==> src/rtl/demod_mode_ctrl_if.sv <==
// Control/sample bundle between the register block, demod_mode_ctrl and the demodulator.
// master: request and sample source; slave: demod_mode_ctrl.
interface demod_mode_ctrl_if #(
    parameter int dsz = 16
);
    logic [2:0]            req_type;
    logic                  req_stb;
    logic signed [dsz-1:0] l_in;
    logic signed [dsz-1:0] r_in;
    logic                  in_valid;
    logic [2:0]            demod_type;   // "type" is a reserved word
    logic                  flush;
    logic signed [dsz-1:0] l_out;
    logic signed [dsz-1:0] r_out;
    logic                  valid;
    logic                  busy;

    modport master (
        output req_type, req_stb, l_in, r_in, in_valid,
        input  demod_type, flush, l_out, r_out, valid, busy
    );

    modport slave (
        input  req_type, req_stb, l_in, r_in, in_valid,
        output demod_type, flush, l_out, r_out, valid, busy
    );
endinterface

==> src/rtl/demod_mode_ctrl.sv <==
// Click-free demod mode sequencer: ramp down, switch+flush, settle, ramp up.
// Optional stall timeout (and its tmo parameter) enabled by DEMOD_MODE_CTRL_TIMEOUT_EN.
module demod_mode_ctrl #(
    parameter int dsz       = 16,
    parameter int gsz       = 8,
    parameter int settle    = 1024,
    parameter int flush_len = 4
`ifdef DEMOD_MODE_CTRL_TIMEOUT_EN
    ,
    parameter int tmo       = 4096
`endif
) (
    input  logic             clk,
    input  logic             reset,
    demod_mode_ctrl_if.slave bus
);
    localparam int GW = gsz + 1;
    localparam int PW = dsz + gsz + 2;
    localparam int SW = $clog2(settle + 1);
    localparam int FW = $clog2(flush_len + 1);
    localparam logic [GW-1:0] UNITY       = {1'b1, {gsz{1'b0}}};
    localparam logic [SW-1:0] SETTLE_LAST = SW'(settle - 1);
    localparam logic [FW-1:0] FLUSH_LAST  = FW'(flush_len - 1);

    typedef enum logic [2:0] {RUN, RAMP_DN, SWITCH, SETTLE, RAMP_UP} state_t;

    state_t          state_reg, state_next;
    logic            pending_reg, pending_next;
    logic [2:0]      pend_type_reg, pend_eff;
    logic [2:0]      type_reg;
    logic            flush_reg, busy_reg, valid_reg;
    logic [GW-1:0]   gain_reg;
    logic [SW-1:0]   settle_cnt_reg;
    logic [FW-1:0]   flush_cnt_reg;
    logic            req_diff, step;

    // ---------------- stall timeout ----------------
`ifdef DEMOD_MODE_CTRL_TIMEOUT_EN
    localparam int TW = $clog2(tmo + 1);
    localparam logic [TW-1:0] TMO_LAST = TW'(tmo - 1);

    logic [TW-1:0] tmo_cnt_reg;
    logic          tmo_hit;

    assign tmo_hit = !bus.in_valid && (tmo_cnt_reg == TMO_LAST);
    assign step    = bus.in_valid || tmo_hit;

    always_ff @(posedge clk or negedge reset) begin
        if (!reset)
            tmo_cnt_reg <= '0;
        else if (bus.in_valid || tmo_hit)
            tmo_cnt_reg <= '0;
        else
            tmo_cnt_reg <= tmo_cnt_reg + 1'b1;
    end
`else
    assign step = bus.in_valid;
`endif

    // ---------------- gain datapath, one per channel ----------------
    logic signed [dsz-1:0] smp_in  [2];
    logic signed [dsz-1:0] smp_out [2];
    logic signed [gsz+1:0] gain_s;

    assign smp_in[0] = bus.l_in;
    assign smp_in[1] = bus.r_in;
    assign gain_s    = $signed({1'b0, gain_reg});

    genvar gi;
    generate
        for (gi = 0; gi < 2; gi++) begin : g_chan
            logic signed [PW-1:0]  prod;
            logic signed [dsz-1:0] out_reg;

            // Full-width product keeps unity gain exact for the most negative sample.
            assign prod = PW'(smp_in[gi]) * PW'(gain_s);

            always_ff @(posedge clk or negedge reset) begin
                if (!reset)
                    out_reg <= '0;
                else if (bus.in_valid)
                    out_reg <= dsz'(prod >>> gsz);
            end

            assign smp_out[gi] = out_reg;
        end
    endgenerate

    always_ff @(posedge clk or negedge reset) begin
        if (!reset)
            valid_reg <= 1'b0;
        else
            valid_reg <= bus.in_valid;
    end

    // ---------------- request handling ----------------
    // state_next/pending_next reflect only the request; the step below may advance further.
    assign req_diff = bus.req_stb && (bus.req_type != type_reg);
    assign pend_eff = bus.req_stb ? bus.req_type : pend_type_reg;

    always_comb begin
        state_next   = state_reg;
        pending_next = pending_reg;
        if (bus.req_stb) begin
            case (state_reg)
                RUN:     if (req_diff) state_next = RAMP_DN;
                RAMP_DN: state_next = RAMP_DN;
                default: begin
                    if (req_diff) begin
                        state_next   = RAMP_DN;
                        pending_next = 1'b1;
                    end else begin
                        pending_next = 1'b0;
                    end
                end
            endcase
        end
    end

    // ---------------- sequencer ----------------
    always_ff @(posedge clk or negedge reset) begin
        if (!reset) begin
            state_reg      <= SETTLE;
            pending_reg    <= 1'b0;
            pend_type_reg  <= '0;
            type_reg       <= '0;
            flush_reg      <= 1'b0;
            busy_reg       <= 1'b1;
            gain_reg       <= '0;
            settle_cnt_reg <= '0;
            flush_cnt_reg  <= '0;
        end else begin
            state_reg   <= state_next;
            pending_reg <= pending_next;
            busy_reg    <= (state_next != RUN);
            flush_reg   <= 1'b0;
            if (bus.req_stb && (state_reg != RUN || req_diff))
                pend_type_reg <= bus.req_type;

            case (state_next)
                RUN: gain_reg <= UNITY;
                RAMP_DN: begin
                    if (step) begin
                        // Also covers entry at gain 0 (abort from SWITCH/SETTLE).
                        if (gain_reg <= GW'(1)) begin
                            gain_reg      <= '0;
                            state_reg     <= SWITCH;
                            type_reg      <= pend_eff;
                            flush_reg     <= 1'b1;
                            flush_cnt_reg <= '0;
                            pending_reg   <= 1'b0;
                        end else begin
                            gain_reg <= gain_reg - 1'b1;
                        end
                    end
                end
                SWITCH: begin
                    if (flush_cnt_reg == FLUSH_LAST) begin
                        state_reg      <= SETTLE;
                        settle_cnt_reg <= '0;
                    end else begin
                        flush_reg     <= 1'b1;
                        flush_cnt_reg <= flush_cnt_reg + 1'b1;
                    end
                end
                SETTLE: begin
                    gain_reg <= '0;
                    if (step) begin
                        if (settle_cnt_reg == SETTLE_LAST) begin
                            state_reg <= RAMP_UP;
                            gain_reg  <= GW'(1);
                        end else begin
                            settle_cnt_reg <= settle_cnt_reg + 1'b1;
                        end
                    end
                end
                RAMP_UP: begin
                    if (step) begin
                        if (gain_reg == UNITY - 1'b1) begin
                            gain_reg  <= UNITY;
                            state_reg <= pending_next ? RAMP_DN : RUN;
                            busy_reg  <= pending_next;
                        end else begin
                            gain_reg <= gain_reg + 1'b1;
                        end
                    end
                end
                default: state_reg <= SETTLE;
            endcase
        end
    end

    assign bus.demod_type = type_reg;
    assign bus.flush      = flush_reg;
    assign bus.l_out      = smp_out[0];
    assign bus.r_out      = smp_out[1];
    assign bus.valid      = valid_reg;
    assign bus.busy       = busy_reg;
endmodule

==> src/flat_wrapper.sv <==
// flat-port wrapper written by rule: the top's interface ports become plain ports
module demod_mode_ctrl_flat 
#(
    parameter int dsz       = 16,
    parameter int gsz       = 8,
    parameter int settle    = 1024,
    parameter int flush_len = 4

)
  (clk, reset, bus_req_type, bus_req_stb, bus_l_in, bus_r_in, bus_in_valid, bus_demod_type, bus_flush, bus_l_out, bus_r_out, bus_valid, bus_busy);
  demod_mode_ctrl_if #(.dsz(dsz)) bus_i ();
  input  logic clk;
  input  logic reset;
  input wire logic [$bits(bus_i.req_type)-1:0] bus_req_type;
  input wire logic [$bits(bus_i.req_stb)-1:0] bus_req_stb;
  input wire logic [$bits(bus_i.l_in)-1:0] bus_l_in;
  input wire logic [$bits(bus_i.r_in)-1:0] bus_r_in;
  input wire logic [$bits(bus_i.in_valid)-1:0] bus_in_valid;
  output wire logic [$bits(bus_i.demod_type)-1:0] bus_demod_type;
  output wire logic [$bits(bus_i.flush)-1:0] bus_flush;
  output wire logic [$bits(bus_i.l_out)-1:0] bus_l_out;
  output wire logic [$bits(bus_i.r_out)-1:0] bus_r_out;
  output wire logic [$bits(bus_i.valid)-1:0] bus_valid;
  output wire logic [$bits(bus_i.busy)-1:0] bus_busy;
  assign bus_i.req_type = bus_req_type;
  assign bus_i.req_stb = bus_req_stb;
  assign bus_i.l_in = bus_l_in;
  assign bus_i.r_in = bus_r_in;
  assign bus_i.in_valid = bus_in_valid;
  assign bus_demod_type = bus_i.demod_type;
  assign bus_flush = bus_i.flush;
  assign bus_l_out = bus_i.l_out;
  assign bus_r_out = bus_i.r_out;
  assign bus_valid = bus_i.valid;
  assign bus_busy = bus_i.busy;
  demod_mode_ctrl #(.dsz(dsz), .gsz(gsz), .settle(settle), .flush_len(flush_len)) u_core (.clk(clk), .reset(reset), .bus(bus_i));
endmodule
==> config.mk <==
export PLATFORM = sky130hd
export DESIGN_NAME = demod_mode_ctrl_flat
export DESIGN_NICKNAME = d
export VERILOG_FILES = /design/src/rtl/demod_mode_ctrl_if.sv /design/src/rtl/demod_mode_ctrl.sv /design/src/flat_wrapper.sv
export SDC_FILE = /design/constraint.sdc
export NUM_CORES = 1
export LEC_CHECK = 0
export CORE_ASPECT_RATIO = 0.7
export CORE_MARGIN = 4
export CORE_UTILIZATION = 30
export CTS_CLUSTER_DIAMETER = 200
export CTS_CLUSTER_SIZE = 25
export DETAILED_ROUTE_END_ITERATION = 8
export PLACE_DENSITY = 0.57
export SYNTH_ARGS = -nofsm -noshare
export SYNTH_HDL_FRONTEND = slang
export SYNTH_SLANG_ARGS = --single-unit
==> constraint.sdc <==
create_clock -name clk -period 5.8 [get_ports clk]
set_input_delay 0.87 -clock clk [delete_from_list [all_inputs] [get_ports clk]]
set_output_delay 0.87 -clock clk [all_outputs]
set_load 0.02 [all_outputs]
Figure 1. Power grid.
The bar under the picture is 100 um long. Pins as bars on the die edge.
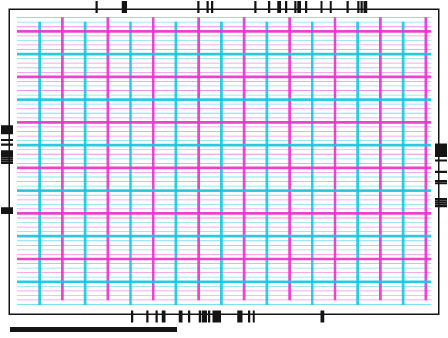
legend:
  magenta:
    net: VDD
  cyan:
    net: VSS
met4 straps: 18
rows: 63

Figure 2. Cell classes on the final placement.
The bar under the picture is 100 um long.
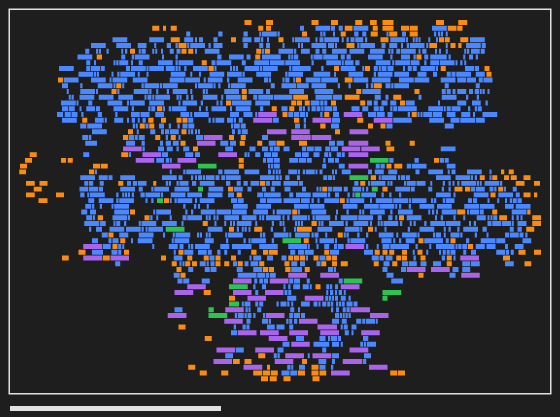
legend:
  purple:
    class: registers
    cells: 68
  orange:
    class: remaining buffers and delay cells
    cells: 261
  blue:
    class: remaining logic cells
    cells: 1,272
  green:
    class: clock drivers and dummy loads
    cells: 16

Figure 3. Clock network drawn from the DEF.
The bar under the picture is 100 um long.
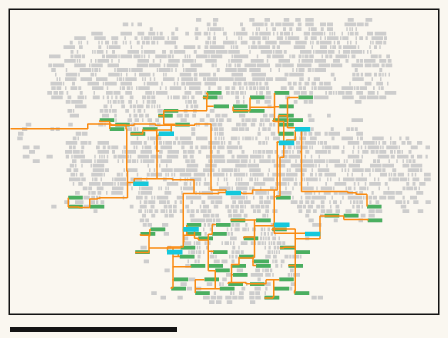
legend:
  orange:
    item: clock wires
    length: 1,410 um
  green:
    item: flip-flops
    count: 68
  cyan:
    item: clock-net drivers
    count: 9
routed clock nets: 10
worst skew pair latency: 350 ps
Worst Clk Skew: 10.3 ps

Figure 4. Signal wires by layer.
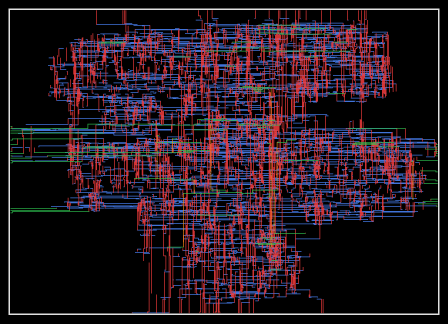
legend:
  blue:
    layer: M1
    wire_length: 17,100 um
  red:
    layer: M2
    wire_length: 15,500 um
  orange:
    layer: M4
    wire_length: 277 um
  green:
    layer: M3
    wire_length: 1,530 um

Figure 5. Routing congestion map.
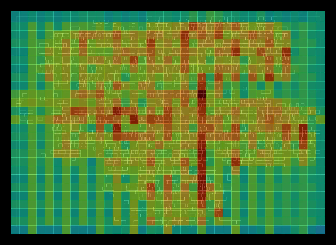
per-cell routed wire length: 15.9 um
fraction of the core area covered by cells at the end of the flow: 38.4%
GR Util All Layers: 14.9%
met1 GRT Util: 22.3%

==> cell families (layout without fill, tap and decap cells) <==
kind of cell,after synthesis,in the layout,share of synthesized area [%]
AND/OR/NAND/NOR,445,445,16.9
adder cells (fa/ha/maj),335,335,45.8
buffers and inverters,333,543,9.90
AND-OR/OR-AND,144,144,8.03
flip-flops,68,68,13.2
XOR/XNOR,52,52,3.54
multiplexers,30,30,2.56
==> metrics by stage <==
stage | worst slack, ps | hold slack, ps
after floorplan | -137 | 457
after global placement | -724 | 468
after detailed placement | -850 | 474
after CTS | -2.67 | 492
after global routing | -93.1 | 507
final | 47.0 | 485
==> deck_impl_summary.md <==
Synthesis and Place & Route Summary

Outcome
  • Outcome: finished clean

Floorplanning
  • Starting density of the core: 30.4%
  • Core footprint: 42,400 um^2
  • Floorplan row count: 63
  • Vert. Die Dim: 181 um
  • Die width: 256 um
  • I/O Pins: 77
  • Number of tapcells: 552

Worst setup path
  • Startpoint Class: primary input
  • Type of element capturing the critical path: register
  • Max Fanout on Critical Path: 6
  • Setup slack of the worst register-to-register path: 80 ps
  • Data required time at the worst endpoint: 6060 ps
  • Cells along the critical path: buf_8 > buf_6 > nand2_4 > fa_1 > fa_1 > fa_1 > fa_1 > fa_1 > inv_2 > ha_4 > buf_6 > nand4_1 > a21oi_2 > o21a_1 > or4_4 > a311oi_4 > buf_4 > a21oi_2 > o21a_1 > o31ai_2
  • Crit path kind: in -> reg
  • Reg-to-Reg End: u_core.bus.r_out[13]$_DFFE_PN0P_
  • Count of buffering cells on the critical path with inverters included: 5
  • Source of the critical timing path: bus_r_in[7]
  • Dominant cell type by count on the critical path: sky130_fd_sc_hd__fa_1
  • FF-to-FF Start: u_core.gain_reg[1]$_DFFE_PN0P_
  • Critical Path Max Stage Delay: 590 ps
  • Family with the most delay on the worst path: adder cells
  • Cell at the slowest stage of the critical path: sky130_fd_sc_hd__or4_4
  • Data arrival, critical path: 6020 ps
  • Number of cells on the worst reg-to-reg path: 19
  • Critical Path Sink: u_core.bus.r_out[13]$_DFFE_PN0P_
  • Levels on crit path: 20

Hold path
  • Hold path startpoint: u_core.flush_cnt_reg[0]$_DFFE_PN0P_
  • Class of the most critical hold timing path: reg -> reg
  • Hold depth: 1
  • Hold Path Sink: u_core.flush_cnt_reg[0]$_DFFE_PN0P_

Placement
  • Final weighted congestion of routability-driven global placement: 0.842
  • Half-perimeter wire length after detailed placement: 27,900 um
  • Cell area reported after detailed placement: 15,300 um^2
  • Number of buffers inserted by port buffering: 76
  • DP Cell Count: 2,131

Layout
  • Non-clock buffer instance count of the final layout: 261
  • Area-dominant cell class after layout: logic gates
  • Area growth from synthesis to layout: 26.3%
  • Sequential fraction of total cell area: 10.5%
  • Non-clock buffer area fraction after layout: 13.9%
  • Fraction of area in clock buffers and inverters: 1.76%
  • Non-CTS inverters: 266
  • CLK BUF: 10
  • Fraction of layout cells with a size suffix above 1: 20.9%
  • Area of the multi-input gates: 10,300 um^2
  • Logic gate fraction of the total cell area: 63.4%
  • Multi-input gates: 1,006
  • Dominant logic cell types in the final layout: sky130_fd_sc_hd__inv_1 (261), sky130_fd_sc_hd__fa_1 (220), sky130_fd_sc_hd__nand2_1 (184)
  • Num sequential: 68
  • Final cell count without fillers: 2,169
  • Fill cell count: 4,247

Logic synthesis
  • Nets at Floorplan: 1,781
  • Total of warnings raised by yosys: 0
  • Cell area after synthesis: 12,900 um^2
  • Number of cells in the yosys synthesis report: 1,407
  • Share of the yosys chip area belonging to registers: 13.2%
  • Cell Type Count: 63
  • Asr flop ratio synth: 100%
  • Most instantiated flip-flop cell in the synthesis netlist: sky130_fd_sc_hd__dfrtp_1
  • Number of flops mapped to enable cells by yosys: 0
  • Post-Syn Area per Cell: 9.15 um^2
  • Flip-flop and latch count after synthesis: 68
  • Largest cells by area after synthesis: sky130_fd_sc_hd__fa_1 (35%), sky130_fd_sc_hd__dfrtp_1 (13%), sky130_fd_sc_hd__ha_1 (10%)
  • Top cell type's share of synthesized area: 35.4%
  • Most instantiated cells after synthesis: sky130_fd_sc_hd__inv_1 (266), sky130_fd_sc_hd__fa_1 (228), sky130_fd_sc_hd__nand2_1 (195)
  • Library cell with the largest summed area after synthesis: sky130_fd_sc_hd__fa_1
  • Yosys synthesis chip area: 12,900 um^2

STA
  • Final Hold Violation Tally: 0
  • Min Clock Period, post-route: 5750 ps
  • Final clock period utilization by the worst path: 99.2%
  • Post-route setup TNS: 0 ps
  • Number of setup violations in the final report: 0
  • Actual slew at the worst max-slew pin: 981 ps
  • Maximum achievable frequency: 0.174 GHz
  • Max-Slew Margin vs Limit: 34.6%

Detailed routing
  • Total routed wirelength: 34,500 um
  • Number of design-rule violations left by the first detailed-router iteration: 432
  • WL met1: 17,100 um
  • Antenna-violating nets left: 0
  • Vias per Instance: 4.69
  • Routed wl met2: 15,500 um
  • DRT Pass-1 Iters: 7
  • Total via count after detailed routing: 10,200
  • Met3 wirelength from detailed routing: 1530 um
  • Max Used Layer: met4

Global route
  • Initial antenna violation count: 0
  • Vias in the first global route: 10,500
  • Grt met2 use: 23.3%
  • Routing usage on met3: 2.41%
  • GRT Max-Usage Layer: met2
  • GRT overflow: 0

CTS
  • Clock tree root buffer cell: sky130_fd_sc_hd__clkbuf_16
  • Clk slew on worst S/H paths: 70 ps
  • Maximum buffer depth of the clock tree: 2
  • Number of setup buffers added after CTS: 5
  • Total clock buffers created by CTS: 9
  • PostCTS Resize Cnt: 54
  • Number of H-tree branching levels: 3
  • TritonCTS clock tree: done
  • Hold buffer count at CTS: 0

Job
  • Number of max-cap violations: 0
